## src/rtl/clock_display_pkg.sv

```systemverilog
`default_nettype none
// ============================================================================
// Module      : clock_display_pkg
// Description : Shared types and constants for the time-of-day display:
//               FSM state encoding, 7-segment codes, field limits.
// Revision    : 1.0 - initial release
// ============================================================================
package clock_display_pkg;

   // Conversion sequencer states
   typedef enum logic [2:0] {
      IDLE     = 3'd0,
      CONV_SEC = 3'd1,
      CONV_MIN = 3'd2,
      CONV_HR  = 3'd3,
      UPDATE   = 3'd4
   } state_t;

   // Segment patterns {g,f,e,d,c,b,a}, written for active-low drive
   localparam logic [6:0] SEG_DIGIT [0:9] = '{
      7'b1000000, 7'b1111001, 7'b0100100, 7'b0110000, 7'b0011001,
      7'b0010010, 7'b0000010, 7'b1111000, 7'b0000000, 7'b0010000
   };
   localparam logic [6:0] SEG_DASH  = 7'b0111111;
   localparam logic [6:0] SEG_BLANK = 7'b1111111;

   // Largest legal value of each time field
   localparam int SEC_MAX = 59;
   localparam int MIN_MAX = 59;
   localparam int HR_MAX  = 23;

   // Shift/add-3 iterations for a 6-bit binary input
   localparam int BCD_ITER = 6;

   // Digit to active-low segment pattern; non-decimal codes show blank
   function automatic logic [6:0] seg_encode(input logic [3:0] d);
      if (d > 4'd9) begin
         return SEG_BLANK;
      end
      return SEG_DIGIT[d];
   endfunction

endpackage : clock_display_pkg
`default_nettype wire

```

## src/rtl/clock_display_bcd.sv

```systemverilog
`default_nettype none
// ============================================================================
// Module      : bin2bcd_seq
// Description : Sequential double-dabble converter, 6-bit binary to two BCD
//               digits. One load cycle plus BCD_ITER shift/add-3 cycles; the
//               result is presented with the done pulse on the final cycle.
// Revision    : 1.0 - initial release
// ============================================================================
module bin2bcd_seq
   import clock_display_pkg::*;
(
   input  logic       clk,
   input  logic       rst,
   input  logic       start,
   input  logic [5:0] bin,
   output logic       done,
   output logic [3:0] tens,
   output logic [3:0] ones
);

   // {tens, ones, remaining binary bits}
   logic [13:0] r_shift;
   logic [2:0]  r_cnt;
   logic        r_busy;
   logic [13:0] w_adj;
   logic [13:0] w_next;
   logic        w_last;

   // One double-dabble step: add 3 to any digit >= 5, then shift left
   always_comb begin
      w_adj = r_shift;
      if (r_shift[13:10] >= 4'd5) begin
         w_adj[13:10] = r_shift[13:10] + 4'd3;
      end
      if (r_shift[9:6] >= 4'd5) begin
         w_adj[9:6] = r_shift[9:6] + 4'd3;
      end
      w_next = w_adj << 1;
   end

   assign w_last = r_busy && (r_cnt == 3'(BCD_ITER - 1));

   // Result is taken from the final step combinationally so that the whole
   // conversion, load included, occupies exactly BCD_ITER+1 cycles
   assign done = w_last;
   assign tens = w_next[13:10];
   assign ones = w_next[9:6];

   // Load on start when idle, then iterate; reset abandons work silently
   always_ff @(posedge clk) begin
      if (!rst) begin
         r_shift <= '0;
         r_cnt   <= '0;
         r_busy  <= 1'b0;
      end else if (!r_busy) begin
         if (start) begin
            r_shift <= {8'd0, bin};
            r_cnt   <= '0;
            r_busy  <= 1'b1;
         end
      end else begin
         r_shift <= w_next;
         if (w_last) begin
            r_busy <= 1'b0;
         end else begin
            r_cnt <= r_cnt + 3'd1;
         end
      end
   end

endmodule : bin2bcd_seq
`default_nettype wire

```

## src/rtl/clock_display.sv

```systemverilog
`default_nettype none
// ============================================================================
// Module      : clock_display
// Description : Six-digit 7-segment driver for hh:mm:ss. Samples the
//               asynchronous time fields, converts a stable sample to BCD one
//               field at a time, dashes out-of-range fields and blinks the
//               settable fields in set mode.
// Revision    : 1.0 - initial release
// ============================================================================
module clock_display
   import clock_display_pkg::*;
#(
   parameter int CLK_HZ         = 50_000_000,
   parameter int BLINK_HZ       = 2,
   parameter bit SEG_ACTIVE_LOW = 1'b1
)(
   input  logic       clk,
   input  logic       rst,
   input  logic [5:0] sec,
   input  logic [5:0] min,
   input  logic [4:0] hr,
   input  logic       set_mode,
   output logic [6:0] hex0,
   output logic [6:0] hex1,
   output logic [6:0] hex2,
   output logic [6:0] hex3,
   output logic [6:0] hex4,
   output logic [6:0] hex5,
   output logic       busy
);

   localparam int BLINK_DIV = CLK_HZ / (2 * BLINK_HZ);
   localparam int BLINK_W   = (BLINK_DIV > 1) ? $clog2(BLINK_DIV) : 1;

   // Pattern in output polarity
   function automatic logic [6:0] f_pol(input logic [6:0] code);
      return SEG_ACTIVE_LOW ? code : ~code;
   endfunction

   localparam logic [6:0] c_BLANK = SEG_ACTIVE_LOW ? SEG_BLANK : ~SEG_BLANK;

   // Input capture and synchronization
   logic [16:0] r_s_cur;
   logic [16:0] r_s_prev;
   logic        r_set_meta;
   logic        r_set_sync;

   // Sequencer
   state_t      r_state;
   logic [16:0] r_work;
   logic [16:0] r_snap;
   logic        r_snap_valid;
   logic        r_start;
   logic        r_busy;
   logic [3:0]  r_sec_t, r_sec_o, r_min_t, r_min_o, r_hr_t, r_hr_o;
   logic [6:0]  r_hex0, r_hex1, r_hex2, r_hex3, r_hex4, r_hex5;

   // Blink
   logic [BLINK_W-1:0] r_blink_cnt;
   logic               r_blink_on;

   // Combinational
   logic        w_stable;
   logic        w_trigger;
   logic [5:0]  w_conv_bin;
   logic        w_done;
   logic [3:0]  w_tens;
   logic [3:0]  w_ones;
   logic        w_sec_bad, w_min_bad, w_hr_bad;
   logic [6:0]  w_hex0_n, w_hex1_n, w_hex2_n, w_hex3_n, w_hex4_n, w_hex5_n;

   // Sample the asynchronous time bus every cycle; two equal samples in a
   // row mean the source is not mid-update
   always_ff @(posedge clk) begin
      r_s_cur  <= {hr, min, sec};
      r_s_prev <= r_s_cur;
   end

   // Two-flop synchronizer for set_mode
   always_ff @(posedge clk) begin
      if (!rst) begin
         r_set_meta <= 1'b0;
         r_set_sync <= 1'b0;
      end else begin
         r_set_meta <= set_mode;
         r_set_sync <= r_set_meta;
      end
   end

   assign w_stable  = (r_s_cur == r_s_prev);
   assign w_trigger = w_stable && (!r_snap_valid || (r_s_cur != r_snap));

   // Converter input follows the field of the current CONV state; it is
   // only sampled on the start cycle
   always_comb begin
      w_conv_bin = '0;
      case (r_state)
         CONV_SEC: w_conv_bin = r_work[5:0];
         CONV_MIN: w_conv_bin = r_work[11:6];
         CONV_HR:  w_conv_bin = {1'b0, r_work[16:12]};
         default:  w_conv_bin = '0;
      endcase
   end

   bin2bcd_seq u_bcd (
      .clk   (clk),
      .rst   (rst),
      .start (r_start),
      .bin   (w_conv_bin),
      .done  (w_done),
      .tens  (w_tens),
      .ones  (w_ones)
   );

   // Out-of-range fields are still converted, then replaced with dashes here
   assign w_sec_bad = r_work[5:0]   > 6'(SEC_MAX);
   assign w_min_bad = r_work[11:6]  > 6'(MIN_MAX);
   assign w_hr_bad  = r_work[16:12] > 5'(HR_MAX);

   assign w_hex0_n = f_pol(w_sec_bad ? SEG_DASH : seg_encode(r_sec_o));
   assign w_hex1_n = f_pol(w_sec_bad ? SEG_DASH : seg_encode(r_sec_t));
   assign w_hex2_n = f_pol(w_min_bad ? SEG_DASH : seg_encode(r_min_o));
   assign w_hex3_n = f_pol(w_min_bad ? SEG_DASH : seg_encode(r_min_t));
   assign w_hex4_n = f_pol(w_hr_bad  ? SEG_DASH : seg_encode(r_hr_o));
   assign w_hex5_n = f_pol(w_hr_bad  ? SEG_DASH : seg_encode(r_hr_t));

   // Sequencer: latch a fresh stable sample, convert sec/min/hr in turn,
   // then load all six digits at once so no partial time is ever shown
   always_ff @(posedge clk) begin
      if (!rst) begin
         r_state      <= IDLE;
         r_work       <= '0;
         r_snap       <= '0;
         r_snap_valid <= 1'b0;
         r_start      <= 1'b0;
         r_busy       <= 1'b0;
         r_sec_t      <= '0;
         r_sec_o      <= '0;
         r_min_t      <= '0;
         r_min_o      <= '0;
         r_hr_t       <= '0;
         r_hr_o       <= '0;
         r_hex0       <= c_BLANK;
         r_hex1       <= c_BLANK;
         r_hex2       <= c_BLANK;
         r_hex3       <= c_BLANK;
         r_hex4       <= c_BLANK;
         r_hex5       <= c_BLANK;
      end else begin
         r_start <= 1'b0;
         case (r_state)
            IDLE: begin
               if (w_trigger) begin
                  r_work  <= r_s_cur;
                  r_state <= CONV_SEC;
                  r_start <= 1'b1;
                  r_busy  <= 1'b1;
               end
            end
            CONV_SEC: begin
               if (w_done) begin
                  r_sec_t <= w_tens;
                  r_sec_o <= w_ones;
                  r_state <= CONV_MIN;
                  r_start <= 1'b1;
               end
            end
            CONV_MIN: begin
               if (w_done) begin
                  r_min_t <= w_tens;
                  r_min_o <= w_ones;
                  r_state <= CONV_HR;
                  r_start <= 1'b1;
               end
            end
            CONV_HR: begin
               if (w_done) begin
                  r_hr_t  <= w_tens;
                  r_hr_o  <= w_ones;
                  r_state <= UPDATE;
               end
            end
            UPDATE: begin
               r_hex0       <= w_hex0_n;
               r_hex1       <= w_hex1_n;
               r_hex2       <= w_hex2_n;
               r_hex3       <= w_hex3_n;
               r_hex4       <= w_hex4_n;
               r_hex5       <= w_hex5_n;
               r_snap       <= r_work;
               r_snap_valid <= 1'b1;
               r_busy       <= 1'b0;
               r_state      <= IDLE;
            end
            default: begin
               r_state <= IDLE;
               r_busy  <= 1'b0;
            end
         endcase
      end
   end

   // Blink timebase: half-period counter that toggles the phase on wrap,
   // parked in the visible phase whenever set mode is off
   always_ff @(posedge clk) begin
      if (!rst) begin
         r_blink_cnt <= '0;
         r_blink_on  <= 1'b1;
      end else if (!r_set_sync) begin
         r_blink_cnt <= '0;
         r_blink_on  <= 1'b1;
      end else if (r_blink_cnt == BLINK_W'(BLINK_DIV - 1)) begin
         r_blink_cnt <= '0;
         r_blink_on  <= ~r_blink_on;
      end else begin
         r_blink_cnt <= r_blink_cnt + 1'b1;
      end
   end

   // Seconds are never blanked; hours and minutes blank in the off phase
   assign hex0 = r_hex0;
   assign hex1 = r_hex1;
   assign hex2 = r_blink_on ? r_hex2 : c_BLANK;
   assign hex3 = r_blink_on ? r_hex3 : c_BLANK;
   assign hex4 = r_blink_on ? r_hex4 : c_BLANK;
   assign hex5 = r_blink_on ? r_hex5 : c_BLANK;
   assign busy = r_busy;

endmodule : clock_display
`default_nettype wire

```

## config.mk

```make
export PLATFORM = sky130hd
export DESIGN_NAME = clock_display
export DESIGN_NICKNAME = d
export VERILOG_FILES = /design/src/rtl/clock_display_pkg.sv /design/src/rtl/clock_display_bcd.sv /design/src/rtl/clock_display.sv
export SDC_FILE = /design/constraint.sdc
export NUM_CORES = 1
export LEC_CHECK = 0
export ABC_AREA = 1
export CAP_MARGIN = 30
export CORE_ASPECT_RATIO = 0.6
export CORE_MARGIN = 3
export CORE_UTILIZATION = 40
export DETAILED_ROUTE_END_ITERATION = 7
export GPL_TIMING_DRIVEN = 0
export SYNTH_ARGS = -nofsm -noshare
export SYNTH_HDL_FRONTEND = slang
export SYNTH_SLANG_ARGS = --single-unit
```

## constraint.sdc

```tcl
create_clock -name clk -period 2.4 [get_ports clk]
set_input_delay 0.48 -clock clk [delete_from_list [all_inputs] [get_ports clk]]
set_output_delay 0.48 -clock clk [all_outputs]
set_load 0.03 [all_outputs]
```

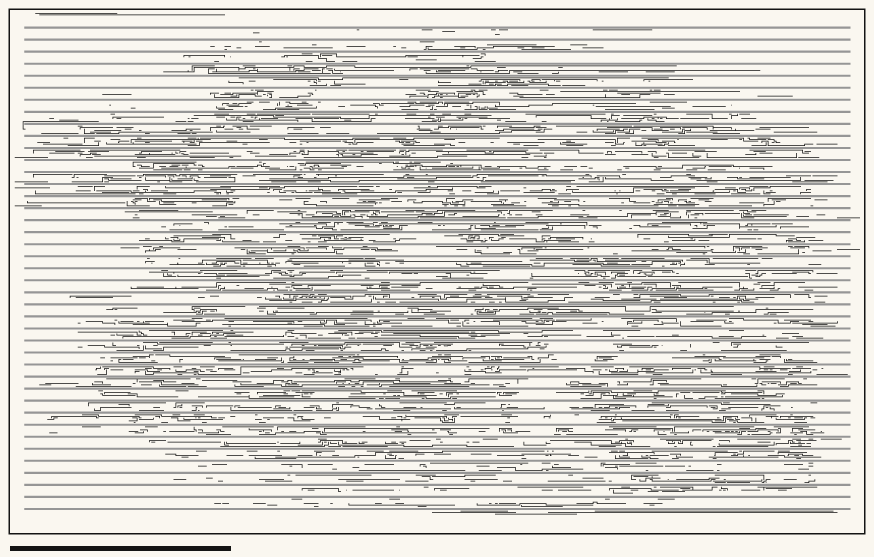
m1.png
The bar under the picture is 50 µm long. Supply wires on this layer in grey.
longest straight run: 82.8 µm
share of all routed wire: 57%
wire length on this layer: 12500 µm
via total after detailed routing: 7281
WL final: 22000 µm
met1 GRT Util: 32.6%

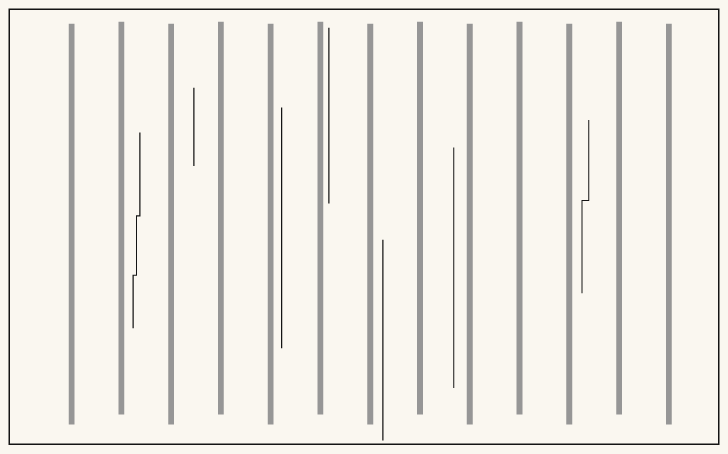
m4.png
Supply wires on this layer in grey.
wire length on this layer: 357 µm
share of all routed wire: 1.6%
nets with wire on the layer: 4
longest straight run: 65.3 µm

==> flow_summary_export.csv <==
group,metric,value,unit
timing,post-route-min-period,2290,ps
synthesis,synth-edff-count,0,
pwr,swShare,22.9,%
synthesis,synth_top_cell_by_count,"nand2_1",
pwr,p_switching,1.42,mW
worst_setup_path,r2r_slack,480,ps
final_layout,final_area,9860,µm²
clocking,cts_tree,"built",
worst_setup_path,startpoint_type,"register",
pwr,p_clk_share,46.3,%
place,numPortBuffers,61,
final_layout,largest_reg_flops,24,
clocking,cts_max_level,4,
worst_setup_path,cp.arrival,1810,ps
pwr,p_leak,3.88,nW
final_layout,buf_share,7.22,%
timing,rsz0062_at_grt,"false",
timing,holdWs,411,ps
min_path,worstHoldStart,"r_s_cur[3]",
place,dp.cells,1447,
worst_setup_path,worst-endpoint-required,1920,ps
synthesis,ys_sh_xor,1.77,%
floorplanning,placeableCoreArea,20300,µm²
worst_setup_path,r2r_start,"r_state[2]",
routing,vias_per_cell,4.92,
timing,clock_skew,11.8,ps
floorplanning,die_y,118,µm
routing,route.met3.wl,1120,µm
floorplanning,chipWidth,193,µm
synthesis,async_flop_share,0,%
synthesis,synthAoiAreaFrac,16.5,%
global_routing,track_usage,19.8,%
synthesis,top_area_share,44.1,%
routing,antenna_left,0,
synthesis,ys_area,8400,µm²
global_routing,grt-busiest-layer,"met1",
worst_setup_path,worstSetupEndpoint,"hex2[6]",
clocking,post_cts_resized,30,
clocking,cts.root.buffer_cell,"clkbuf_16",
synthesis,synth_cell_type_count,45,
worst_setup_path,path_max_fanout,6,
synthesis,synth_area_leader_cell,"dfxtp_1",
final_layout,seq_area_share,37.6,%
timing,setup_tns,0,ps
global_routing,use_met3,3.35,%
final_layout,clkbuf_count,20,
final_layout,n_all_buffers,97,
synthesis,synth_seq_share,44.1,%
floorplanning,io_pins,63,
routing,firstDrtPassIters,5,
worst_setup_path,r2r-end,"hex1[4]",
synthesis,synthCells,1113,
routing,dr_wl_met2,8040,µm
synthesis,ys_sh_mux,0,%
global_routing,gr-total-overflow,0,
synthesis,fp_nets,1170,
timing,slew_viol_final,0,
final_layout,flops,185,
synthesis,ys_top_cells_by_count,"nand2_1 (230), dfxtp_1 (185), inv_1 (140)",
synthesis,synth_warnings,0,
status,status,"finished, final reports clean",
place,placed_cell_area,9350,µm²
floorplanning,tap_cells,273,
synthesis,ys_sh_simple,23.2,%
routing,wl_met1,12500,µm
final_layout,inv_count,150,
timing,setup_viol,0,
clocking,clkTransAtPathRegs,70,ps
min_path,min_path_type,"reg -> reg",
synthesis,synth-main-ff-cell,"dfxtp_1",
final_layout,layout-drive-gt1-share,11.1,%
routing,drc_errors,0,
synthesis,area_leaders,"dfxtp_1 (44%), nand2_1 (10%), inv_1 (6.3%)",
synthesis,logic_family,"simple AND/OR/NAND/NOR gates",
job,maxCapViolations,0,
final_layout,syn2layout_area_growth,17.4,%
timing,tightest_slew,773,ps
final_layout,regMostFlops,"r_blink_cnt",
timing,fmax,0.437,GHz
final_layout,fin_nets,1251,
timing,max_slew_margin,48.5,%
worst_setup_path,r2r_cells,6,
final_layout,clk_share,5.97,%
min_path,hold_depth,0,
global_routing,grt_pass1_vias,6616,
synthesis,fa_ha_area_share,5.51,%
floorplanning,die_area,22800,µm²
timing,finalClockPeriodUsage,95.3,%
synthesis,ys_cells,1113,
synthesis,synth_area,8400,µm²
pwr,seqPwrFrac,50.8,%
final_layout,top_area_cell_class,"combinational gates",
place,place_ws,47.5,ps
timing,setup_slack,113,ps
worst_setup_path,crit_path_start,"r_blink_on",
global_routing,grt_max_degree,17,
global_routing,antenna_found_initial,0,
clocking,ctsHoldBuffers,0,
synthesis,synth.avg_cell_area,7.54,µm²
pwr,powerDensity,626,nW/µm²
final_layout,final_util,48.5,%
final_layout,multiInputCombCellCount,743,
final_layout,logic_area,3950,µm²
place,detailed_place_hpwl,16300,µm
pwr,vdd_drop_max,0.561,mV
clocking,cts_buffers,17,
pwr,internal_power,4.75,mW
final_layout,instances_no_fill,1480,
routing,dr.first_iter.drc_count,632,
place,place.gp.congestion,0.877,
clocking,postCtsSetupBuffers,1,
worst_setup_path,end_kind,"primary output",
floorplanning,rows,40,
pwr,p_total,6.17,mW
clocking,cts_sinks,185,
job,tool_warnings,53,
clocking,cts.path.max_buffers,2,
timing,finalHoldViolCount,0,
final_layout,final.fill_count,2061,
final_layout,insertedDiodeCount,0,
synthesis,ys_ff,185,
final_layout,comb_share,40.0,%
worst_setup_path,worstSetupPathType,"reg -> out",
clocking,clkLatencyLatePin,440,ps
routing,wire_per_inst,14.9,µm
final_layout,register_area,3700,µm²
global_routing,grt_pass1_wl,35700,µm
floorplanning,initCoreUtil,41.3,%
min_path,min_to,"r_s_prev[3]",
routing,highest_layer,"met4",
pwr,combPwrFrac,2.9,%
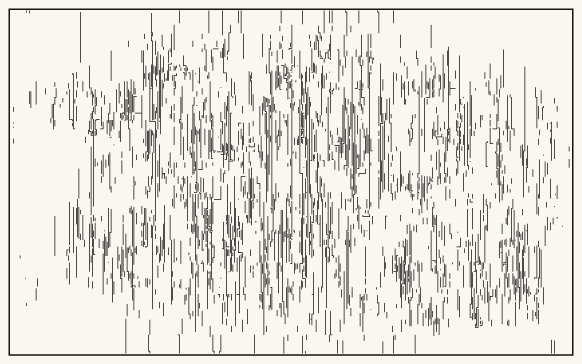
m2.png
longest straight run: 46.6 µm
share of all routed wire: 37%
nets with wire on the layer: 935
wire length on this layer: 8040 µm
met2 Usage GRT: 25.2%

[cell usage in the layout, fill, tap and decap left out, types with 29 or more instances in the layout]
cell             instances
clkdlybuf4s50_1         33
or2_2                   31
a21oi_1                104
o22ai_1                 34
ha_1                    37
o21ai_0                 84
nand3_1                 29
inv_1                  139
nor2_1                  94
dfxtp_1                185
nand2_1                230
[power by group through the flow]
stage / Combinational, mW / Clock (mW) / Sequential [mW]
floorplan: 0.106 / 0 / 3.20
CTS: 0.178 / 2.90 / 3.14
finish: 0.177 / 2.85 / 3.14
detailed placement: 0.176 / 0 / 3.21
global route: 0.198 / 3.04 / 3.14
global placement: 0.175 / 0 / 3.21
[critical path, cell delays in order (launching register included)]
cell	delay [ps]
dfxtp_1	380
clkinvlp_4	170
buf_4	190
or2_2	260
dlygate4sd2_1	360
Power and IR drop assume default switching activity.
